run_1/route_heat.png
Bar = 50 um. The die is cut into 28 by 28 equal tiles; dark blue is low, red is high, scaled to the fullest tile. Values are wire area over tile area, all layers added.
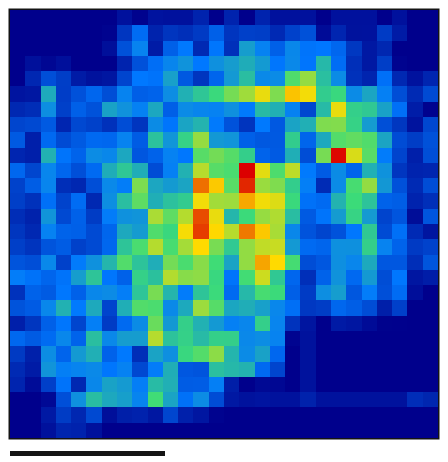
run_1/layers.png
Bar = 50 um.
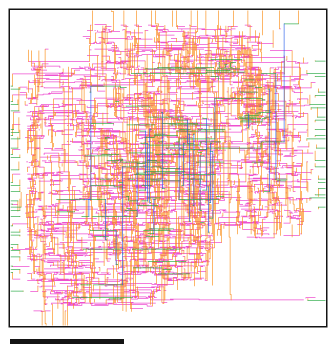
run_1/congestion_map.png
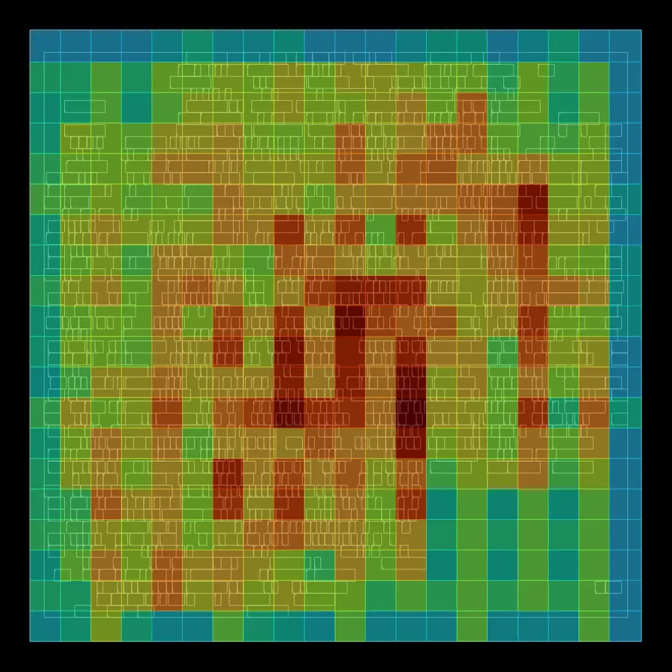
$ cat src/rtl/i2fn_pipe.sv
// Three-stage integer-to-float converter with valid/ready flow control and a global stall.
// Define I2F_RMM_EN to enable round-to-nearest-ties-away (rm=4); otherwise rm=4 rounds as RNE.
module i2fn_pipe #(
  parameter int IWID  = 32,
  parameter int EXPW  = 8,
  parameter int FRACW = 23
) (
  input  logic                  clk,
  input  logic                  rst,
  input  logic                  ce,
  input  logic                  i_valid,
  output logic                  i_ready,
  input  logic                  op,
  input  logic [2:0]            rm,
  input  logic [IWID-1:0]       i,
  output logic                  o_valid,
  input  logic                  o_ready,
  output logic [EXPW+FRACW:0]   o,
  output logic                  o_inexact,
  output logic                  o_overflow
);
  localparam int BIAS = (1 << (EXPW-1)) - 1;
  localparam int EXW  = 12;
  localparam int LZW  = $clog2(IWID);
  localparam int XW   = IWID + FRACW + 2;

  logic adv;
  assign adv     = ce & (~o_valid | o_ready);
  assign i_ready = adv;

  // ---------------- stage 1: sign / magnitude ----------------
  logic            v1_reg, sign1_reg, zero1_reg;
  logic [2:0]      rm1_reg;
  logic [IWID-1:0] mag1_reg;
  logic            sign_in;
  logic [IWID-1:0] mag_in;

  assign sign_in = op & i[IWID-1];
  assign mag_in  = sign_in ? (~i + {{(IWID-1){1'b0}}, 1'b1}) : i;

  always_ff @(posedge clk or posedge rst) begin
    if (rst) begin
      v1_reg    <= 1'b0;
      sign1_reg <= 1'b0;
      zero1_reg <= 1'b0;
      rm1_reg   <= '0;
      mag1_reg  <= '0;
    end else if (adv) begin
      v1_reg    <= i_valid;
      sign1_reg <= sign_in;
      zero1_reg <= (i == '0);
      rm1_reg   <= rm;
      mag1_reg  <= mag_in;
    end
  end

  // ---------------- stage 2: normalise ----------------
  logic [LZW-1:0]  lz;
  logic [IWID-1:0] norm_next;
  logic [EXW-1:0]  e_next;

  always_comb begin
    lz = '0;
    // Scanning upward lets the highest set bit win the count.
    for (int k = 0; k < IWID; k++) begin
      if (mag1_reg[k]) lz = LZW'(IWID - 1 - k);
    end
    norm_next = mag1_reg << lz;
    e_next    = EXW'(IWID - 1) - EXW'(lz);
  end

  logic            v2_reg, sign2_reg, zero2_reg;
  logic [2:0]      rm2_reg;
  logic [IWID-1:0] norm2_reg;
  logic [EXW-1:0]  e2_reg;

  always_ff @(posedge clk or posedge rst) begin
    if (rst) begin
      v2_reg    <= 1'b0;
      sign2_reg <= 1'b0;
      zero2_reg <= 1'b0;
      rm2_reg   <= '0;
      norm2_reg <= '0;
      e2_reg    <= '0;
    end else if (adv) begin
      v2_reg    <= v1_reg;
      sign2_reg <= sign1_reg;
      zero2_reg <= zero1_reg;
      rm2_reg   <= rm1_reg;
      norm2_reg <= norm_next;
      e2_reg    <= e_next;
    end
  end

  // ---------------- stage 3: round and pack ----------------
  logic [XW-1:0]          xv;
  logic [FRACW:0]         mant;
  logic                   gbit, rbit, sbit, inc, to_inf, ovf;
  logic [FRACW+1:0]       sum;
  logic [EXW-1:0]         ef;
  logic [EXPW+FRACW:0]    res_next;
  logic                   inx_next, ovf_next;

  always_comb begin
    // Zero padding below the integer makes narrow inputs round exactly.
    xv   = {norm2_reg, {(FRACW+2){1'b0}}};
    mant = xv[XW-1 -: FRACW+1];
    gbit = mant[0];
    rbit = xv[XW-FRACW-2];
    sbit = |xv[XW-FRACW-3:0];

    case (rm2_reg)
      3'd1:    inc = 1'b0;
      3'd2:    inc = (rbit | sbit) & ~sign2_reg;
      3'd3:    inc = (rbit | sbit) & sign2_reg;
`ifdef I2F_RMM_EN
      3'd4:    inc = rbit;
`endif
      default: inc = rbit & (gbit | sbit);
    endcase

    case (rm2_reg)
      3'd1:    to_inf = 1'b0;
      3'd2:    to_inf = ~sign2_reg;
      3'd3:    to_inf = sign2_reg;
      default: to_inf = 1'b1;
    endcase

    sum = {1'b0, mant} + {{(FRACW+1){1'b0}}, inc};
    // Top two sum bits are 01 normally and 10 after a rounding carry: adds 0 or 1 to e.
    ef  = e2_reg + EXW'(sum[FRACW+1:FRACW]) - EXW'(1);
    ovf = (ef > EXW'(BIAS));

    res_next = {sign2_reg, EXPW'(ef + EXW'(BIAS)), sum[FRACW-1:0]};
    inx_next = rbit | sbit;
    ovf_next = 1'b0;
    if (zero2_reg) begin
      res_next = '0;
      inx_next = 1'b0;
    end else if (ovf) begin
      ovf_next = 1'b1;
      inx_next = 1'b1;
      res_next = to_inf ? {sign2_reg, {EXPW{1'b1}}, {FRACW{1'b0}}}
                        : {sign2_reg, {(EXPW-1){1'b1}}, 1'b0, {FRACW{1'b1}}};
    end
  end

  always_ff @(posedge clk or posedge rst) begin
    if (rst) begin
      o_valid    <= 1'b0;
      o          <= '0;
      o_inexact  <= 1'b0;
      o_overflow <= 1'b0;
    end else if (adv) begin
      o_valid    <= v2_reg;
      o          <= res_next;
      o_inexact  <= inx_next;
      o_overflow <= ovf_next;
    end
  end

endmodule

$ cat config.mk
export PLATFORM = sky130hd
export DESIGN_NAME = i2fn_pipe
export DESIGN_NICKNAME = d
export VERILOG_FILES = /design/src/rtl/i2fn_pipe.sv
export SDC_FILE = /design/constraint.sdc
export NUM_CORES = 1
export LEC_CHECK = 0
export ABC_AREA = 1
export CAP_MARGIN = 30
export CORE_MARGIN = 3
export CORE_UTILIZATION = 45
export DETAILED_ROUTE_END_ITERATION = 8
export GPL_ROUTABILITY_DRIVEN = 0
export PLACE_DENSITY = 0.71
export SLEW_MARGIN = 20
export SYNTH_ARGS = -nofsm -noshare
export SYNTH_HDL_FRONTEND = slang
export SYNTH_SLANG_ARGS = --single-unit
$ cat constraint.sdc
create_clock -name clk -period 11.2 [get_ports clk]
set_input_delay 2.24 -clock clk [delete_from_list [all_inputs] [get_ports clk]]
set_output_delay 2.24 -clock clk [all_outputs]
set_load 0.02 [all_outputs]
==> reports/results.env, run 1 <==
YOSYS.AREA_SHARE.SIMPLE_PCT=37.68
DESIGN.FINAL.NETS=1269
NUMBER_OF_WARNINGS_IN_THE_STAGE_LOGS=29
POWER.COMBINATIONAL.FRACTION_PCT=45.7
POST-ROUTE-CELL-AREA_UM2=9350
PLACEDINSTANCEAREA_UM2=8735
PIN_COUNT=77
SYNTH.CELLMIX.ADDERSHARE_PCT=2.317
HOLDBUFCOUNTCTS=0
MIN_PERIOD_NS=6.453
MAX-VDD-IR-DROP_mV=0.1355
CRITPATHTOPFAMILY='simple AND/OR/NAND/NOR gates'
TIMING.HOLD.WORST_PATH_DEPTH=2
LARGEST_NET_DEGREE_AT_THE_START_OF_GLOBAL_ROUTING=68
FLOORPLAN.ROWS=47
KIND_OF_END_POINT_OF_THE_CRITICAL_PATH='flop'
CLKTRANSATPATHREGS_NS=0.06
CRIT_REQUIRED_NS=11.49
DRV_CAP=0
MET3_LENGTH_UM=1269
WORST_EP_ARRIVAL_TIME_NS=6.74
NUM_CTS_BUFFERS=17
PWR-SHARE-CLK_PCT=24.0
MAX_FREQ_MHz=155.0
DRIVE_ABOVE_1_SHARE_PCT=6.275
REG2REG_SLACK_NS=4.75
SETUP.WORST_PATH.CLASS='reg2reg'
POWERSEQ_uW=677
HOLD_CLASS='reg2reg'
XOR_XNOR_SHARE_PCT=3.556
DETAILROUTE.WIRELENGTH.MET2_UM=9318
POWER.CLOCK.TOTAL_uW=537
CLOCK_TREE_ROOT='sky130_fd_sc_hd__clkbuf_16'
CRIT_PATH_DEPTH=34
DPL.HPWL_UM=14910
CRIT_SLOWEST_CELL='sky130_fd_sc_hd__nand2_1'
FINAL_SUM_OF_NEGATIVE_SETUP_SLACK_NS=0
POST_SYNTH.CELL_AREA_AVG_UM2=6.784
FINAL.PERIOD_UTILIZATION_PCT=57.61
TIMING.CRITICAL_PATH.FANOUT_MAX=22
PORTION_OF_TOTAL_POWER_ATTRIBUTED_TO_SEQUENTIAL_CELLS_PCT=30.3
COMB_SHARE_PCT=45.64
FIN_HOLD_WS_NS=0.4668
WORST_SKEW_PAIR.LATE_LATENCY_NS=0.43
CLOCK_SINKS=116
WORST_SLEW_PIN_SLEW_NS=0.9123
CHIPHEIGHT_UM=138.4
ANTENNA-DIODE-COUNT=0
INITIAL_CORE_UTIL_PCT=46.70
SYNTH_ASYNC_SR_FLOP_SHARE_PCT=100.0
CTS_SETUP_BUFFERS=0
SYNTH_SEQUENTIAL_AREA_RATIO_PCT=36.83
POWER_SWITCHING_SHARE_PCT=43.13
SYNTHESIS.INSTANCES=1162
FINALMAXSLEWVIOLATIONS=0
YS_CELLS=1162
HOLD_END='zero2_reg'
TAPCELLCOUNT=220
FIRST_GLOBAL_VIAS=7540
PLACEMENT.IO_BUFFERS=76
NUMBER_OF_FILLER_CELLS_PLACED_IN_THE_LAYOUT=1687
LAYOUT.NONCLK_BUF_SHARE_PCT=9.073
YS_FF=116
P_INT_uW=1272
SYNTH-AREA-YOSYS_UM2=7883
DIEAREA_UM2=19140
GRT_OVERFLOW=0
QUANTITY_OF_GATES_RESIZED_FOLLOWING_CTS=0
NUM-NONCLK-INVERTERS=124
LAYOUT.CLOCK.CELL_AREA_SHARE_PCT=6.289
DRC_ERRORS=0
NUMBER_OF_ANTENNA_VIOLATIONS_AT_THE_FIRST_CHECK_IN_GLOBAL_ROUTING=0
SYNTH.YOSYS.WARNINGS=0
LOGIC_GATES=870
DETAILEDROUTE.FIRSTITERATIONVIOLATIONS=618
WORST_SLEW_SLACK_AS_A_FRACTION_OF_ITS_LIMIT_PCT=39.11
CRITICAL_PATH.ENDPOINT='o[22]'
R2R_CELLS=34
REPORT.FINAL.HOLD_VIOL_COUNT=0
FINISH.UTILIZATION_PCT=55.40
STANDBY_LEAKAGE_POWER_uW=0.004503
RSZ0062_AT_GRT='no'
MOSTFREQUENTLAYOUTCELL='sky130_fd_sc_hd__nand2_1'
SYNTH_CELL_TYPE_COUNT=44
SYNTHAOIAREAFRAC_PCT=10.37
ANTENNA_LEFT=0
POWER.LARGEST_GROUP='combinational cells'
WORST_CLOCK_SKEW_NS=0.007940
TOP_AREA_CELL_CLASS='logic gates'
POSTSYNTH.TOPFLOPCELL='sky130_fd_sc_hd__dfrtp_1'
SYNTH.NET_COUNT=1217
TOPROUTINGLAYERUSED='met4'
TIMING.CRITICAL_PATH.FROM_TYPE='flop'
CRIT_PATH_MAX_INCR_DELAY_NS=0.55
CTS_TREE='yes'
P_SWITCHING_uW=964.6
DIE_X_EXTENT_UM=138.4
FINAL.SIGNAL_BUFFER_COUNT=85
CTS.PATH.MAX_BUFFERS=2
GRT_PASS1_WL_UM=35510
RUN_STATUS='completed'
DRT_FIRST_PASS_ITERS=6
YOSYS-MUX-AREA-FRACTION_PCT=0
LAYOUT.AREA.SEQ_UM2=2903
SEQ_SHARE_PCT=31.05
AREAGROWTHSYNTHTOFINISH_PCT=18.62
COMB_POWER_uW=1020
FF_COUNT=116
SETUP_VIOL=0
SYNTHESIS.AREA_UM2=7883
HOLD_START='zero1_reg'
WORST_R2R_ENDPOINT='o[22]'
MOST-COMMON-LAYOUT-CELLS='sky130_fd_sc_hd__nand2_1, sky130_fd_sc_hd__nand3_1, sky130_fd_sc_hd__inv_1'
YS_TOP_LOGIC_FAMILY='simple AND/OR/NAND/NOR gates'
CRIT_BUF_INV=8
CRITICAL_PATH.STARTPOINT='rm2_reg[2]'
DETAIL_ROUTE.WIRELENGTH.MET1_UM=9420
ROUTED_VIA_DENSITY=5.372
NUMBER_OF_ENABLE_TYPE_REGISTER_CELLS_IN_THE_SYNTHESIZED_NETLIST=0
REG2REG_FROM='rm2_reg[2]'
CORE_UM2=16880
POWER_DENSITY_nW_PER_UM2=239.2
CLKBUF_COUNT=20
H_TREE_DEPTH=4
WORST_PATH_MOST_REPEATED_CELL='sky130_fd_sc_hd__inv_1'
MULTI_INPUT_COMB_AREA_UM2=4268
Back to the opening pictures, route_heat.png:
mean over tiles: 0.18
nearly empty tiles: 17%
densest ninth of the die: centre
tiles over half the peak: 12%
Tot GR Track Use: 22.19%
detailed-route wire length: 20730 um
per-cell routed wire length: 14.32 um

Back to the opening pictures, layers.png:
legend:
  M1:
    colour: magenta
    wire_length: 9420 um
  M3:
    colour: green
    wire_length: 1270 um
  M2:
    colour: orange
    wire_length: 9320 um
  M4:
    colour: blue
    wire_length: 718 um
total via count in the routed design: 7774

Back to the opening pictures, congestion_map.png:
global routing met1 resource utilization: 30.16%
fraction of met3 tracks used by global routing: 3.557%
GR Layer Usage met2: 35.23%
peak-usage layer in the global routing report: met2

[run 1: synthesized netlist by cell type, drive strengths merged (6+ instances only)]
master / instances / share of area (%)
a21oi: 30 / 1.9
inv: 123 / 5.9
nand2: 362 / 17
nand3: 176 / 12
nor2: 81 / 4.0
xnor2: 6 / 0.67
o21ai: 91 / 5.8
clkbuf: 27 / 1.3
dfrtp: 116 / 37
ha: 13 / 2.1
xor2: 26 / 2.9
nor3: 33 / 2.7
buf: 25 / 2.0
nand4: 12 / 0.95
[run 1: through the flow]
stage,total power (uW),cells,setup slack (ns)
floorplan,1374,1162,5.888
CTS,2227,1446,4.857
detailed placement,1685,1414,4.916
finish,2237,1447,4.747
global placement,1669,1414,4.926
global route,2417,1447,4.135
==> run 2: changes to the inputs <==
Settings changed: PLACE_DENSITY 0.71 to 0.74.
Clock period 11.2 ns to 5.4 ns, I/O delays scaled along.
==> run 2 against run 1 <==
- clock skew grew 0.0050 ns
- final cell count is 0.41% higher
- clock-buffer cell count is 1 lower
- utilization rose by 0.42 points
==> reports/results.env, run 2 <==
RUN_STATUS='completed'
CRIT_REQUIRED_NS=5.70
CLKBUF_COUNT=19
CHIPHEIGHT_UM=138.4
FIRST_GLOBAL_VIAS=7378
ANTENNA_LEFT=0
NUMBER_OF_ENABLE_TYPE_REGISTER_CELLS_IN_THE_SYNTHESIZED_NETLIST=0
FINAL.SIGNAL_BUFFER_COUNT=90
PORTION_OF_TOTAL_POWER_ATTRIBUTED_TO_SEQUENTIAL_CELLS_PCT=30.2
TAPCELLCOUNT=220
POWER.COMBINATIONAL.FRACTION_PCT=45.5
CRIT_PATH_MAX_INCR_DELAY_NS=0.40
CLOCK_TREE_ROOT='sky130_fd_sc_hd__clkbuf_16'
DP_WORST_SETUP_SLACK_NS=0.1471
CRIT_PATH_DEPTH=34
LAYOUT.CLOCK.CELL_AREA_SHARE_PCT=6.375
DRT_FIRST_PASS_ITERS=7
YS_FF=116
GRT_OVERFLOW=0
MAX_FREQ_MHz=203.2
DRV_CAP=0
PIN_COUNT=77
REG2REG_FROM='rm2_reg[2]'
DPL.HPWL_UM=15140
REPORT.FINAL.HOLD_VIOL_COUNT=0
SYNTHDOMINANTCELLAREASHARE_PCT=36.83
POST_SYNTH.CELL_AREA_AVG_UM2=6.784
TOP_AREA_CELL_CLASS='logic gates'
MOSTFREQUENTLAYOUTCELL='sky130_fd_sc_hd__nand2_1'
SEQ_SHARE_PCT=30.81
MIN_PERIOD_NS=4.921
FINAL_SUM_OF_NEGATIVE_SETUP_SLACK_NS=0
LAYOUT.NONCLK_BUF_SHARE_PCT=9.271
SYNTH_CELL_TYPE_COUNT=44
ROUTED_VIA_DENSITY=5.331
WORST_SLEW_PIN_SLEW_NS=0.9059
WORST_SLEW_SLACK_AS_A_FRACTION_OF_ITS_LIMIT_PCT=39.54
CRIT_BUF_INV=8
FINISH.UTILIZATION_PCT=55.82
DETAILEDROUTE.FIRSTITERATIONVIOLATIONS=696
SETUP.WORST_PATH.CLASS='reg2reg'
SYNTH.NET_COUNT=1217
USE_MET3_PCT=4.075
POWER_SWITCHING_SHARE_PCT=42.85
TIMING.CRITICAL_PATH.FANOUT_MAX=8
KIND_OF_END_POINT_OF_THE_CRITICAL_PATH='flop'
WORST_EP_ARRIVAL_TIME_NS=5.22
POWER_DENSITY_nW_PER_UM2=496.3
P_INT_uW=2672
GLOBAL_ROUTE.USAGE.MET2_PCT=35.28
NUM_CTS_BUFFERS=17
CRIT_SLOWEST_CELL='sky130_fd_sc_hd__fa_1'
SYNTH-AREA-YOSYS_UM2=7883
SYNTHESIS.AREA_UM2=7883
H_TREE_DEPTH=4
COMB_SHARE_PCT=45.54
CORE_UM2=16880
STDCELL_COUNT=1453
DIEAREA_UM2=19140
NUMBER_OF_FILLER_CELLS_PLACED_IN_THE_LAYOUT=1627
LOGIC_GATES=870
LAYOUT.AREA.SEQ_UM2=2903
PLACEDINSTANCEAREA_UM2=8787
POST-PLACE-CELLS=1420
COMB_POWER_uW=2130
GRT_MOST_USED_LAYER='met2'
GLOBAL_ROUTE.USAGE.MET1_PCT=29.83
MET3_LENGTH_UM=1130
FINALMAXSLEWVIOLATIONS=0
DETAIL_ROUTE.WIRELENGTH.MET1_UM=9499
PWR-SHARE-CLK_PCT=24.3
STANDBY_LEAKAGE_POWER_uW=0.004531
POWER.LARGEST_GROUP='combinational cells'
POWER.CLOCK.TOTAL_uW=1140
HOLD_END='rm1_reg[1]'
DETAILROUTE.WIRELENGTH.MET2_UM=9512
ANTENNA-DIODE-COUNT=0
SYNTH_SEQUENTIAL_AREA_RATIO_PCT=36.83
SYNTHMOSTINSTANTIATEDCELL='sky130_fd_sc_hd__nand2_1'
FIN_HOLD_WS_NS=0.4799
HOLD_START='rm1_reg[1]'
P_SWITCHING_uW=2003
FINAL.PERIOD_UTILIZATION_PCT=91.13
SYNTH.LARGEST_AREA_CELL='sky130_fd_sc_hd__dfrtp_1'
CTS_TREE='yes'
LARGEST_NET_DEGREE_AT_THE_START_OF_GLOBAL_ROUTING=69
CRITPATHTOPFAMILY='simple AND/OR/NAND/NOR gates'
REG2REG_SLACK_NS=0.48
PLACEMENT.IO_BUFFERS=76
SYNTHESIS.INSTANCES=1162
CTS_SETUP_BUFFERS=0
NUMBER_OF_WARNINGS_IN_THE_STAGE_LOGS=29
NUMBER_OF_ANTENNA_VIOLATIONS_AT_THE_FIRST_CHECK_IN_GLOBAL_ROUTING=0
CLOCK_SINKS=116
TOPROUTINGLAYERUSED='met4'
RSZ0062_AT_GRT='no'
TIMING.CRITICAL_PATH.FROM_TYPE='flop'
TOTAL_POWER_uW=4675
DRIVE_ABOVE_1_SHARE_PCT=7.056
HOLD_CLASS='reg2reg'
NUM-NONCLK-INVERTERS=125
SYNTH.AREA.TOP_CELLS='sky130_fd_sc_hd__dfrtp_1, sky130_fd_sc_hd__nand2_1, sky130_fd_sc_hd__nand3_1'
R2R_CELLS=34
DRC_ERRORS=0
MAX-VDD-IR-DROP_mV=0.2858
SYNTH.YOSYS.WARNINGS=0
WORST_R2R_ENDPOINT='o[8]'
MULTI_INPUT_COMB_AREA_UM2=4290
POWERSEQ_uW=1410
POST-ROUTE-CELL-AREA_UM2=9420
INITIAL_CORE_UTIL_PCT=46.70
SETUP_VIOL=0
POSTSYNTH.TOPFLOPCELL='sky130_fd_sc_hd__dfrtp_1'
DESIGN.FINAL.NETS=1275
SYNTH.TOP_CELLS.BY_COUNT='sky130_fd_sc_hd__nand2_1, sky130_fd_sc_hd__nand3_1, sky130_fd_sc_hd__inv_1'
CRITICAL_PATH.ENDPOINT='o[8]'
AREAGROWTHSYNTHTOFINISH_PCT=19.51
SYNTH_ASYNC_SR_FLOP_SHARE_PCT=100.0
MOST-COMMON-LAYOUT-CELLS='sky130_fd_sc_hd__nand2_1, sky130_fd_sc_hd__nand3_1, sky130_fd_sc_hd__inv_1'
YS_CELLS=1162
CTS.PATH.MAX_BUFFERS=2
GRT_PASS1_WL_UM=35040
WORST_SKEW_PAIR.LATE_LATENCY_NS=0.42
CRITICAL_PATH.STARTPOINT='rm2_reg[2]'
WORST_CLOCK_SKEW_NS=0.01290
TIMING.HOLD.WORST_PATH_DEPTH=2
FLOORPLAN.ROWS=47
==> run 2: worst register-to-register path, delay by kind of cell (launching register included) <==
kind | cells | cell delay [ns]
DFF | 1 | 0.39
AOI/OAI and AO/OA | 6 | 0.70
adders and majority gates | 6 | 1.43
and+or+nand+nor | 14 | 1.64
buffers and inverters | 8 | 0.67
==> run 2: logic make-up (layout without fill, tap and decap cells) <==
kind of cell	count (synthesis)	count (layout)	synth area share, %
AND-OR/OR-AND	149	149	10.37
adder cells (fa/ha/maj)	14	14	2.318
XOR/XNOR	32	32	3.556
AND/OR/NAND/NOR	675	675	37.68
flip-flops	116	116	36.83
buffers and inverters	176	247	9.254
==> run 2: repair_timing <==
item,CTS,global route
endpoints found under the setup margin,0,23
hold buffers,0,0
resized,0,8
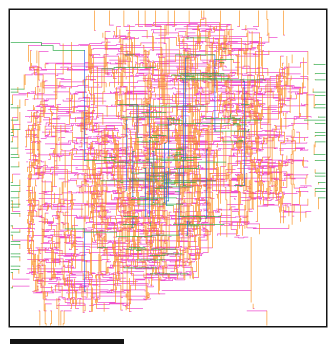
run_2/layers.png
Bar = 50 um.
legend:
  M3:
    colour: green
    wire_length: 1130 um
  M2:
    colour: orange
    wire_length: 9510 um
  M1:
    colour: magenta
    wire_length: 9500 um
  M4:
    colour: blue
    wire_length: 538 um
Tot GR Track Use: 22.01%
detailed-route wire length: 20680 um
per-cell routed wire length: 14.23 um
total via count in the routed design: 7746

==> run 3: changes to the inputs <==
Settings changed: ABC_CLOCK_PERIOD_IN_PS set to 5400.
==> run 3 against run 2 <==
- global-route usage stayed put
- via count did not move
- final area is the same
- sequential power barely moved
- critical path type unchanged
- first-iteration DRC count stayed put
- critical path depth unchanged
- non-clock buffer count stayed put
- largest cell class unchanged
- clock skew did not move
- largest power group unchanged
- worst hold slack stayed put
==> reports/results.env, run 3 <==
RUN_STATUS='completed'
HOLD_END='rm1_reg[1]'
DPL.HPWL_UM=15140
PLACEMENT.IO_BUFFERS=76
SYNTH_SEQUENTIAL_AREA_RATIO_PCT=36.83
REPORT.FINAL.HOLD_VIOL_COUNT=0
GRT_PASS1_WL_UM=35040
SYNTHAOIAREAFRAC_PCT=10.37
FINALMAXSLEWVIOLATIONS=0
POWER.CLOCK.TOTAL_uW=1140
WORST_SLEW_SLACK_AS_A_FRACTION_OF_ITS_LIMIT_PCT=39.54
REG2REG_SLACK_NS=0.48
POWER_SWITCHING_SHARE_PCT=42.85
PIN_COUNT=77
WORST_R2R_ENDPOINT='o[8]'
R2R_CELLS=34
FINAL_SUM_OF_NEGATIVE_SETUP_SLACK_NS=0
XOR_XNOR_SHARE_PCT=3.556
SYNTH.YOSYS.WARNINGS=0
LARGEST_NET_DEGREE_AT_THE_START_OF_GLOBAL_ROUTING=69
SYNTH-AREA-YOSYS_UM2=7883
DRT_FIRST_PASS_ITERS=7
POWER_DENSITY_nW_PER_UM2=496.3
MAX_FREQ_MHz=203.2
YS_TOP_LOGIC_FAMILY='simple AND/OR/NAND/NOR gates'
SYNTH.TOP_CELLS.BY_COUNT='sky130_fd_sc_hd__nand2_1, sky130_fd_sc_hd__nand3_1, sky130_fd_sc_hd__inv_1'
TOTAL_POWER_uW=4675
YOSYS-MUX-AREA-FRACTION_PCT=0
H_TREE_DEPTH=4
SYNTH.NET_COUNT=1217
ANTENNA-DIODE-COUNT=0
SETUP.WORST_PATH.CLASS='reg2reg'
DRV_CAP=0
NUM_CTS_BUFFERS=17
CRIT_REQUIRED_NS=5.70
WORST_SKEW_PAIR.LATE_LATENCY_NS=0.42
FIN_HOLD_WS_NS=0.4799
POWER.COMBINATIONAL.FRACTION_PCT=45.5
DRIVE_ABOVE_1_SHARE_PCT=7.056
SETUP_VIOL=0
WORST_CLOCK_SKEW_NS=0.01290
YS_CELLS=1162
SYNTH.LARGEST_AREA_CELL='sky130_fd_sc_hd__dfrtp_1'
YOSYS.AREA_SHARE.SIMPLE_PCT=37.68
WORST_SLEW_PIN_SLEW_NS=0.9059
POWERSEQ_uW=1410
CRIT_PATH_DEPTH=34
SYNTH_ASYNC_SR_FLOP_SHARE_PCT=100.0
TIMING.CRITICAL_PATH.FANOUT_MAX=8
DIEAREA_UM2=19140
NUMBER_OF_ENABLE_TYPE_REGISTER_CELLS_IN_THE_SYNTHESIZED_NETLIST=0
INITIAL_CORE_UTIL_PCT=46.70
SYNTHESIS.INSTANCES=1162
CLOCK_SINKS=116
REG2REG_FROM='rm2_reg[2]'
NUMBER_OF_ANTENNA_VIOLATIONS_AT_THE_FIRST_CHECK_IN_GLOBAL_ROUTING=0
CTS_SETUP_BUFFERS=0
CRIT_SLOWEST_CELL='sky130_fd_sc_hd__fa_1'
DETAILROUTE.VIA_COUNT=7746
ROUTED_WIRELENGTH_UM=20680
PWR-SHARE-CLK_PCT=24.3
HOLD_START='rm1_reg[1]'
SYNTHMOSTINSTANTIATEDCELL='sky130_fd_sc_hd__nand2_1'
NUMBER_OF_WARNINGS_IN_THE_STAGE_LOGS=29
GLOBAL_ROUTE.USAGE.TOTAL_PCT=22.01
CTS.PATH.MAX_BUFFERS=2
P_INT_uW=2672
FIRST_GLOBAL_VIAS=7378
TIMING.HOLD.WORST_PATH_DEPTH=2
YS_FF=116
DIE_X_EXTENT_UM=138.4
P_SWITCHING_uW=2003
SYNTH.CELLMIX.ADDERSHARE_PCT=2.317
NUMBER_OF_FILLER_CELLS_PLACED_IN_THE_LAYOUT=1627
AREAGROWTHSYNTHTOFINISH_PCT=19.51
SYNTHDOMINANTCELLAREASHARE_PCT=36.83
PORTION_OF_TOTAL_POWER_ATTRIBUTED_TO_SEQUENTIAL_CELLS_PCT=30.2
KIND_OF_END_POINT_OF_THE_CRITICAL_PATH='flop'
HOLD_CLASS='reg2reg'
CRIT_BUF_INV=8
POST_SYNTH.CELL_AREA_AVG_UM2=6.784
CLKTRANSATPATHREGS_NS=0.06
WL_PER_CELL_UM=14.23
DESIGN.FINAL.NETS=1275
FINISH.UTILIZATION_PCT=55.82
MAX-VDD-IR-DROP_mV=0.2858
WORST_EP_ARRIVAL_TIME_NS=5.22
ANTENNA_LEFT=0
CRITICAL_PATH.STARTPOINT='rm2_reg[2]'
SYNTH_CELL_TYPE_COUNT=44
STANDBY_LEAKAGE_POWER_uW=0.004531
TIMING.CRITICAL_PATH.FROM_TYPE='flop'
CTS_TREE='yes'
FINAL_WORST_SLACK_NS=0.4788
LAYOUT.AREA.SEQ_UM2=2903
SYNTH.AREA.TOP_CELLS='sky130_fd_sc_hd__dfrtp_1, sky130_fd_sc_hd__nand2_1, sky130_fd_sc_hd__nand3_1'
SYNTHESIS.AREA_UM2=7883
CORE_UM2=16880
ROUTED_VIA_DENSITY=5.331
CLOCK_TREE_ROOT='sky130_fd_sc_hd__clkbuf_16'
DRC_ERRORS=0
CRITPATHTOPFAMILY='simple AND/OR/NAND/NOR gates'
MIN_PERIOD_NS=4.921
FINAL.PERIOD_UTILIZATION_PCT=91.13
MOST-COMMON-LAYOUT-CELLS='sky130_fd_sc_hd__nand2_1, sky130_fd_sc_hd__nand3_1, sky130_fd_sc_hd__inv_1'
RSZ0062_AT_GRT='no'
CRIT_PATH_MAX_INCR_DELAY_NS=0.40
COMB_POWER_uW=2130
GRT_OVERFLOW=0
DETAILEDROUTE.FIRSTITERATIONVIOLATIONS=696
MULTI_INPUT_COMB_AREA_UM2=4290
POWER.LARGEST_GROUP='combinational cells'
DP_WORST_SETUP_SLACK_NS=0.1471
POSTSYNTH.TOPFLOPCELL='sky130_fd_sc_hd__dfrtp_1'
CHIPHEIGHT_UM=138.4
MOSTFREQUENTLAYOUTCELL='sky130_fd_sc_hd__nand2_1'
CRITICAL_PATH.ENDPOINT='o[8]'
run 3: per-stage QoR:
step	instance area, um^2	std cells
after CTS	9388	1452
after floorplan	7883	1162
after global placement	8772	1419
final	9420	1453
after detailed placement	8787	1420
after global routing	9420	1453
run 3: what timing repair did:
item                                    4_1_cts  5_1_grt
hold buffers                                  0        0
endpoints found under the setup margin        0       23
resized                                       0        8
run 3: layout make-up:
type	count	area share, %
inverters	124	4.994
well taps	220	2.922
repair buffers	90	9.271
flip-flops and latches	116	30.81
clock inverters	13	1.567
clock buffers	19	4.808
repair inverters	1	0.07969
multi-input cells	870	45.54
run 3: per-layer routing:
| metal | track usage, % | part of all wire [%] |
|---|---|---|
| met1 | 29.83 | 46 |
| met2 | 35.28 | 46 |
| met3 | 4.075 | 5.5 |
| met4 | 8.216 | 2.6 |
| met5 | 0 | 0 |
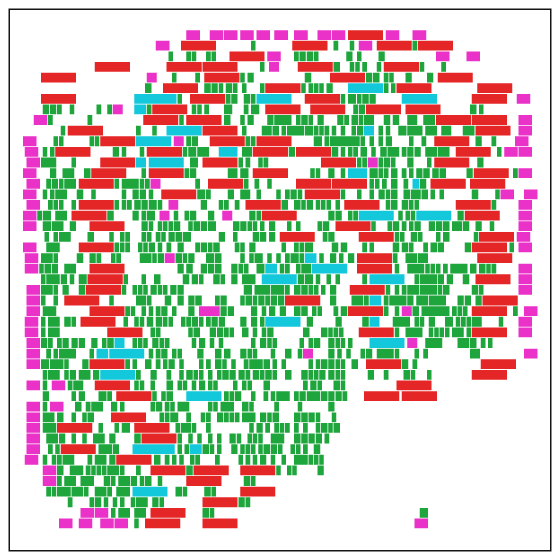
run_3/class_map.png
legend:
  remaining buffers and delay cells:
    colour: magenta
    cells: 90
    share_of_their_area: 9.5%
  remaining logic cells:
    colour: green
    cells: 995
    share_of_their_area: 52%
  sequential cells:
    colour: red
    cells: 116
    share_of_their_area: 32%
  clock drivers and dummy loads:
    colour: cyan
    cells: 32
    share_of_their_area: 6.6%
number of rows created at floorplan: 47
flop share of the area: 30.81%

Power is estimated from default activity; no workload was simulated.
